==> src/rtl/i2c_pkg.sv <==
// Shared definitions for the I2C wiper target and the controller that addresses it.
package i2c_pkg;

  typedef enum logic [2:0] {
    StIdle,
    StAddr,
    StAddrAck,
    StWrite,
    StWriteAck,
    StRead,
    StReadAck,
    StWaitStop
  } i2c_state_e;

  localparam logic       I2C_ACK          = 1'b0;
  localparam logic [6:0] I2C_DEFAULT_ADDR = 7'h2F;

endpackage

==> src/rtl/i2c_line_filter.sv <==
// Two-flop synchronizer followed by a glitch filter; the output follows the input only
// after FILTER_LEN identical consecutive synchronized samples.
module i2c_line_filter #(
  parameter int unsigned FILTER_LEN = 3
) (
  input  logic clk,
  input  logic reset_n,
  input  logic i_line,
  output logic o_line
);

  localparam int unsigned CW = $clog2(FILTER_LEN + 1);

  logic [1:0]    r_sync;
  logic [CW-1:0] r_cnt;
  logic          r_out;

  always_ff @(posedge clk) begin
    if (!reset_n) begin
      r_sync <= 2'b11;
      r_cnt  <= '0;
      r_out  <= 1'b1;
    end else begin
      r_sync <= {r_sync[0], i_line};
      if (r_sync[1] == r_out) begin
        r_cnt <= '0;
      end else if (r_cnt == CW'(FILTER_LEN - 1)) begin
        r_out <= r_sync[1];
        r_cnt <= '0;
      end else begin
        r_cnt <= r_cnt + CW'(1);
      end
    end
  end

  assign o_line = r_out;

endmodule

==> src/rtl/i2c_wiper_target.sv <==
// I2C target emulating a single-register digital potentiometer: written bytes are clamped
// into the wiper register, reads return it. SDA is only ever pulled low, SCL never stretched.
module i2c_wiper_target
  import i2c_pkg::*;
#(
  parameter logic [6:0]  ADDR        = I2C_DEFAULT_ADDR,
  parameter logic [7:0]  RESET_VALUE = 8'd64,
  parameter logic [7:0]  MAX_VALUE   = 8'd127,
  parameter int unsigned FILTER_LEN  = 3
) (
  input  logic       clk,
  input  logic       reset_n,
  input  logic       scl_in,
  input  logic       sda_in,
  output logic       sda_oe,
  output logic [7:0] wiper,
  output logic       wr_strobe,
  output logic       busy
);

  logic w_scl, w_sda;
  logic r_scl_prev, r_sda_prev;

  i2c_line_filter #(.FILTER_LEN(FILTER_LEN)) u_scl_filter (
    .clk    (clk),
    .reset_n(reset_n),
    .i_line (scl_in),
    .o_line (w_scl)
  );

  i2c_line_filter #(.FILTER_LEN(FILTER_LEN)) u_sda_filter (
    .clk    (clk),
    .reset_n(reset_n),
    .i_line (sda_in),
    .o_line (w_sda)
  );

  logic w_scl_rise, w_scl_fall, w_start, w_stop;
  assign w_scl_rise = w_scl & ~r_scl_prev;
  assign w_scl_fall = ~w_scl & r_scl_prev;
  assign w_start    = w_scl & r_scl_prev & r_sda_prev & ~w_sda;
  assign w_stop     = w_scl & r_scl_prev & ~r_sda_prev & w_sda;

  i2c_state_e r_state, w_state_d;
  logic [2:0] r_bitcnt, w_bitcnt_d;
  logic [7:0] r_shift, w_shift_d, r_tx, w_tx_d, r_wiper, w_wiper_d;
  logic       r_rw, w_rw_d, r_wr_strobe, w_wr_strobe_d;
  logic       r_sda_oe, w_sda_oe_d, r_busy, w_busy_d;
  logic [7:0] w_byte, w_clamped;

  assign w_byte    = {r_shift[6:0], w_sda};
  assign w_clamped = (w_byte > MAX_VALUE) ? MAX_VALUE : w_byte;

  always_comb begin
    w_state_d     = r_state;
    w_bitcnt_d    = r_bitcnt;
    w_shift_d     = r_shift;
    w_tx_d        = r_tx;
    w_wiper_d     = r_wiper;
    w_rw_d        = r_rw;
    w_wr_strobe_d = 1'b0;
    w_sda_oe_d    = r_sda_oe;
    w_busy_d      = r_busy;
    if (w_start) begin
      w_state_d  = StAddr;
      w_bitcnt_d = '0;
      w_sda_oe_d = 1'b0;
    end else if (w_stop) begin
      w_state_d  = StIdle;
      w_sda_oe_d = 1'b0;
      w_busy_d   = 1'b0;
    end else begin
      case (r_state)
        StIdle: ;
        StAddr: begin
          if (w_scl_rise) begin
            w_shift_d  = w_byte;
            w_bitcnt_d = r_bitcnt + 3'd1;
            if (r_bitcnt == 3'd7) begin
              w_rw_d = w_sda;
              if (r_shift[6:0] == ADDR) begin
                w_state_d = StAddrAck;
                w_busy_d  = 1'b1;
              end else begin
                w_state_d = StWaitStop;
                w_busy_d  = 1'b0;
              end
            end
          end
        end
        // First fall drives ACK, second fall releases it (and starts a read).
        StAddrAck: begin
          if (w_scl_fall) begin
            w_bitcnt_d = '0;
            if (!r_sda_oe) begin
              w_sda_oe_d = ~I2C_ACK;
            end else if (r_rw) begin
              w_state_d  = StRead;
              w_sda_oe_d = ~r_wiper[7];
              w_tx_d     = {r_wiper[6:0], 1'b0};
            end else begin
              w_state_d  = StWrite;
              w_sda_oe_d = 1'b0;
            end
          end
        end
        StWrite: begin
          if (w_scl_rise) begin
            w_shift_d  = w_byte;
            w_bitcnt_d = r_bitcnt + 3'd1;
            if (r_bitcnt == 3'd7) begin
              w_wiper_d     = w_clamped;
              w_wr_strobe_d = 1'b1;
              w_state_d     = StWriteAck;
            end
          end
        end
        StWriteAck: begin
          if (w_scl_fall) begin
            if (!r_sda_oe) begin
              w_sda_oe_d = ~I2C_ACK;
            end else begin
              w_sda_oe_d = 1'b0;
              w_state_d  = StWrite;
              w_bitcnt_d = '0;
            end
          end
        end
        // Counter holds SCL rises seen; zero at a fall means all 8 bits were clocked out.
        StRead: begin
          if (w_scl_rise) begin
            w_bitcnt_d = r_bitcnt + 3'd1;
          end else if (w_scl_fall) begin
            if (r_bitcnt == 3'd0) begin
              w_sda_oe_d = 1'b0;
              w_state_d  = StReadAck;
            end else begin
              w_sda_oe_d = ~r_tx[7];
              w_tx_d     = {r_tx[6:0], 1'b0};
            end
          end
        end
        StReadAck: begin
          if (w_scl_rise) begin
            if (w_sda == I2C_ACK) begin
              w_tx_d     = r_wiper;
              w_bitcnt_d = 3'd1;
            end else begin
              w_state_d = StWaitStop;
            end
          end else if (w_scl_fall && r_bitcnt == 3'd1) begin
            w_sda_oe_d = ~r_tx[7];
            w_tx_d     = {r_tx[6:0], 1'b0};
            w_bitcnt_d = '0;
            w_state_d  = StRead;
          end
        end
        StWaitStop: w_sda_oe_d = 1'b0;
        default: begin
          w_state_d  = StIdle;
          w_sda_oe_d = 1'b0;
        end
      endcase
    end
  end

  always_ff @(posedge clk) begin
    if (!reset_n) begin
      r_scl_prev  <= 1'b1;
      r_sda_prev  <= 1'b1;
      r_state     <= StIdle;
      r_bitcnt    <= '0;
      r_shift     <= '0;
      r_tx        <= '0;
      r_wiper     <= RESET_VALUE;
      r_rw        <= 1'b0;
      r_wr_strobe <= 1'b0;
      r_sda_oe    <= 1'b0;
      r_busy      <= 1'b0;
    end else begin
      r_scl_prev  <= w_scl;
      r_sda_prev  <= w_sda;
      r_state     <= w_state_d;
      r_bitcnt    <= w_bitcnt_d;
      r_shift     <= w_shift_d;
      r_tx        <= w_tx_d;
      r_wiper     <= w_wiper_d;
      r_rw        <= w_rw_d;
      r_wr_strobe <= w_wr_strobe_d;
      r_sda_oe    <= w_sda_oe_d;
      r_busy      <= w_busy_d;
    end
  end

  assign sda_oe    = r_sda_oe;
  assign wiper     = r_wiper;
  assign wr_strobe = r_wr_strobe;
  assign busy      = r_busy;

endmodule

==> config.mk <==
export PLATFORM = sky130hd
export DESIGN_NAME = i2c_wiper_target
export DESIGN_NICKNAME = d
export VERILOG_FILES = /design/src/rtl/i2c_pkg.sv /design/src/rtl/i2c_line_filter.sv /design/src/rtl/i2c_wiper_target.sv
export SDC_FILE = /design/constraint.sdc
export NUM_CORES = 1
export LEC_CHECK = 0
export CORE_AREA = 2 2 74 83
export DETAILED_ROUTE_END_ITERATION = 12
export DIE_AREA = 0 0 76 85
export PLACE_DENSITY = 0.67
export SLEW_MARGIN = 0
export SYNTH_ARGS = -nofsm -noshare
export SYNTH_HDL_FRONTEND = slang
export SYNTH_SLANG_ARGS = --single-unit
==> constraint.sdc <==
create_clock -name clk -period 2.25 [get_ports clk]
set_clock_uncertainty 0.15 [all_clocks]
set_input_delay 0.45 -clock clk [delete_from_list [all_inputs] [get_ports clk]]
set_output_delay 0.45 -clock clk [all_outputs]
set_load 0.05 [all_outputs]
==> metrics.csv <==
stage;metric;value;unit
status;status;finished, final reports clean;
setup_path;CP delay by family, top;buffers and inverters;
cells_and_area;most frequent logic cell in the layout;sky130_fd_sc_hd__dfxtp_1;
power;switch share;35.1;%
cells_and_area;share of final-layout standard cells stronger than drive strength 1;14.4;%
routing;count of antenna-violating nets left after detailed routing;0;
logic_synthesis;total of warnings raised by yosys;0;
setup_path;Levels on crit path;1;
logic_synthesis;most frequent cell after synthesis;sky130_fd_sc_hd__dfxtp_1;
final_timing;final count of negative-setup-slack endpoints;0;
global_route;routing usage on met1;20.5;%
cells_and_area;most numerous logic cells after layout;sky130_fd_sc_hd__dfxtp_1 (42), sky130_fd_sc_hd__nor2_1 (26), sky130_fd_sc_hd__a21oi_1 (20);
logic_synthesis;Yosys top cell area share;41.1;%
cells_and_area;non-clock inverter instance count of the final layout;9;
routing;met3 routed wirelength;176;um
final_timing;top achievable clock speed;460;MHz
power;static leakage;0.000888;uW
logic_synthesis;post-synthesis average cell area;8.73;um^2
global_route;most crowded layer after global routing;met2;
power;total power density per cell area;787;nW/um^2
routing;met2 WL post-DR;2140;um
routing;total number of vias;1874;
cells_and_area;signal buffers share of area;9.25;%
final_timing;setup repair after global routing missed its margin;false;
logic_synthesis;library cell occupying the most area in the post-synthesis netlist;sky130_fd_sc_hd__dfxtp_1;
global_route;number of antenna violations at the first check in global routing;0;
placed_design;number of input and output port buffers inserted;14;
global_route;global-route wire length before repair;7910;um
routing;post-route met1 wirelength;2220;um
clocking;clock-pin slew on the worst setup and hold paths;0.10;ns
power;maximum ir drop on the vdd rail;0.484;mV
placed_design;placed inst area;2440;um^2
cells_and_area;Layout fillers;554;
clocking;total setup buffers inserted after CTS;0;
final_timing;total negative setup slack;0;ns
routing;post-detailed-route via-to-cell ratio;5.40;
Figure 1. The clock network.
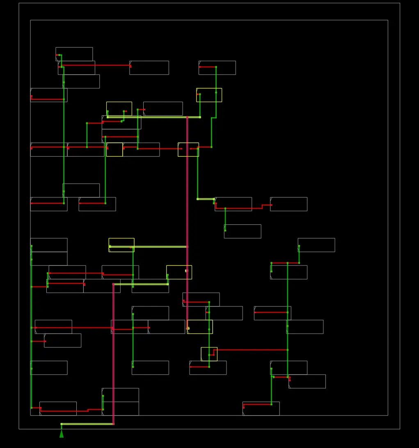
TritonCTS buffer count: 5
FF+latch count: 45
Sinks on Clock Net: 45
clk_lat worst skew: 0.31 ns

Figure 2. Where the registers sit.
The bar under the picture is 20 um long.
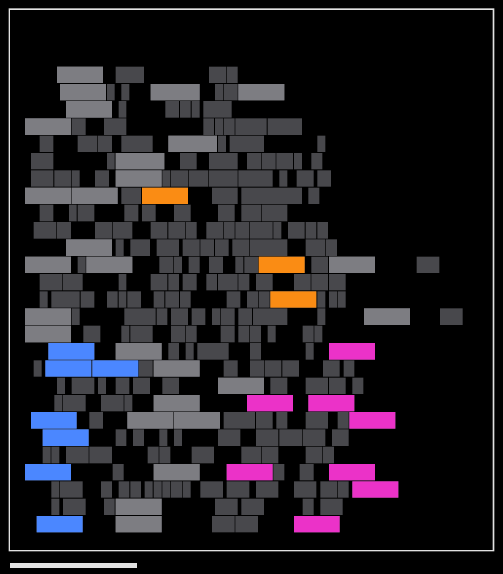
Blue marks `r_shift`, placed flops 7, where bottom left. Orange marks `r_state`, placed flops 3. Magenta marks `r_tx`, placed flops 8.
reported sequential group power: 912 uW
storage element area: 905 um^2

Figure 3. Placement by cell class.
Fill, decap, tap and diode cells in gray.
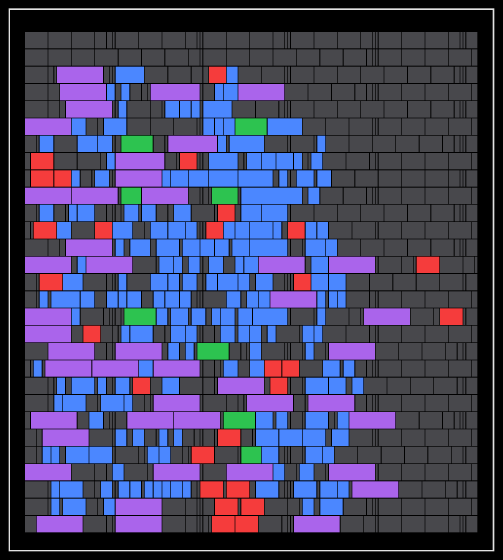
Blue marks combinational and other logic, cells 190, share of their area 50%. Purple marks sequential cells, cells 45, share of their area 37%. Green marks clock drivers and dummy loads, cells 8, share of their area 3.9%. Red marks remaining buffers and delay cells, cells 27, share of their area 9.6%.
core region area: 5620 um^2
final core utilization: 45.7%
Finished Cell Area: 2570 um^2
fraction of area in registers: 35.2%
num rows: 29

Figure 4. Clock network drawn from the DEF.
The bar under the picture is 20 um long.
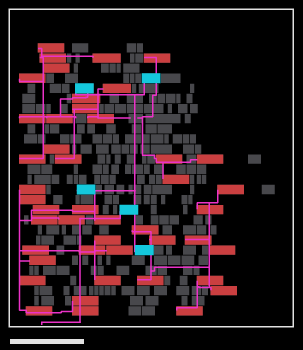
Magenta marks clock wires, length 552 um. Red marks flip-flops, count 45. Cyan marks clock drivers, count 5.
There are 6 routed clock nets. Position of the flops: spread over the die.
clock group total power: 551 uW
power share of the clock group: 27.3%

Power is estimated from default activity; no workload was simulated.
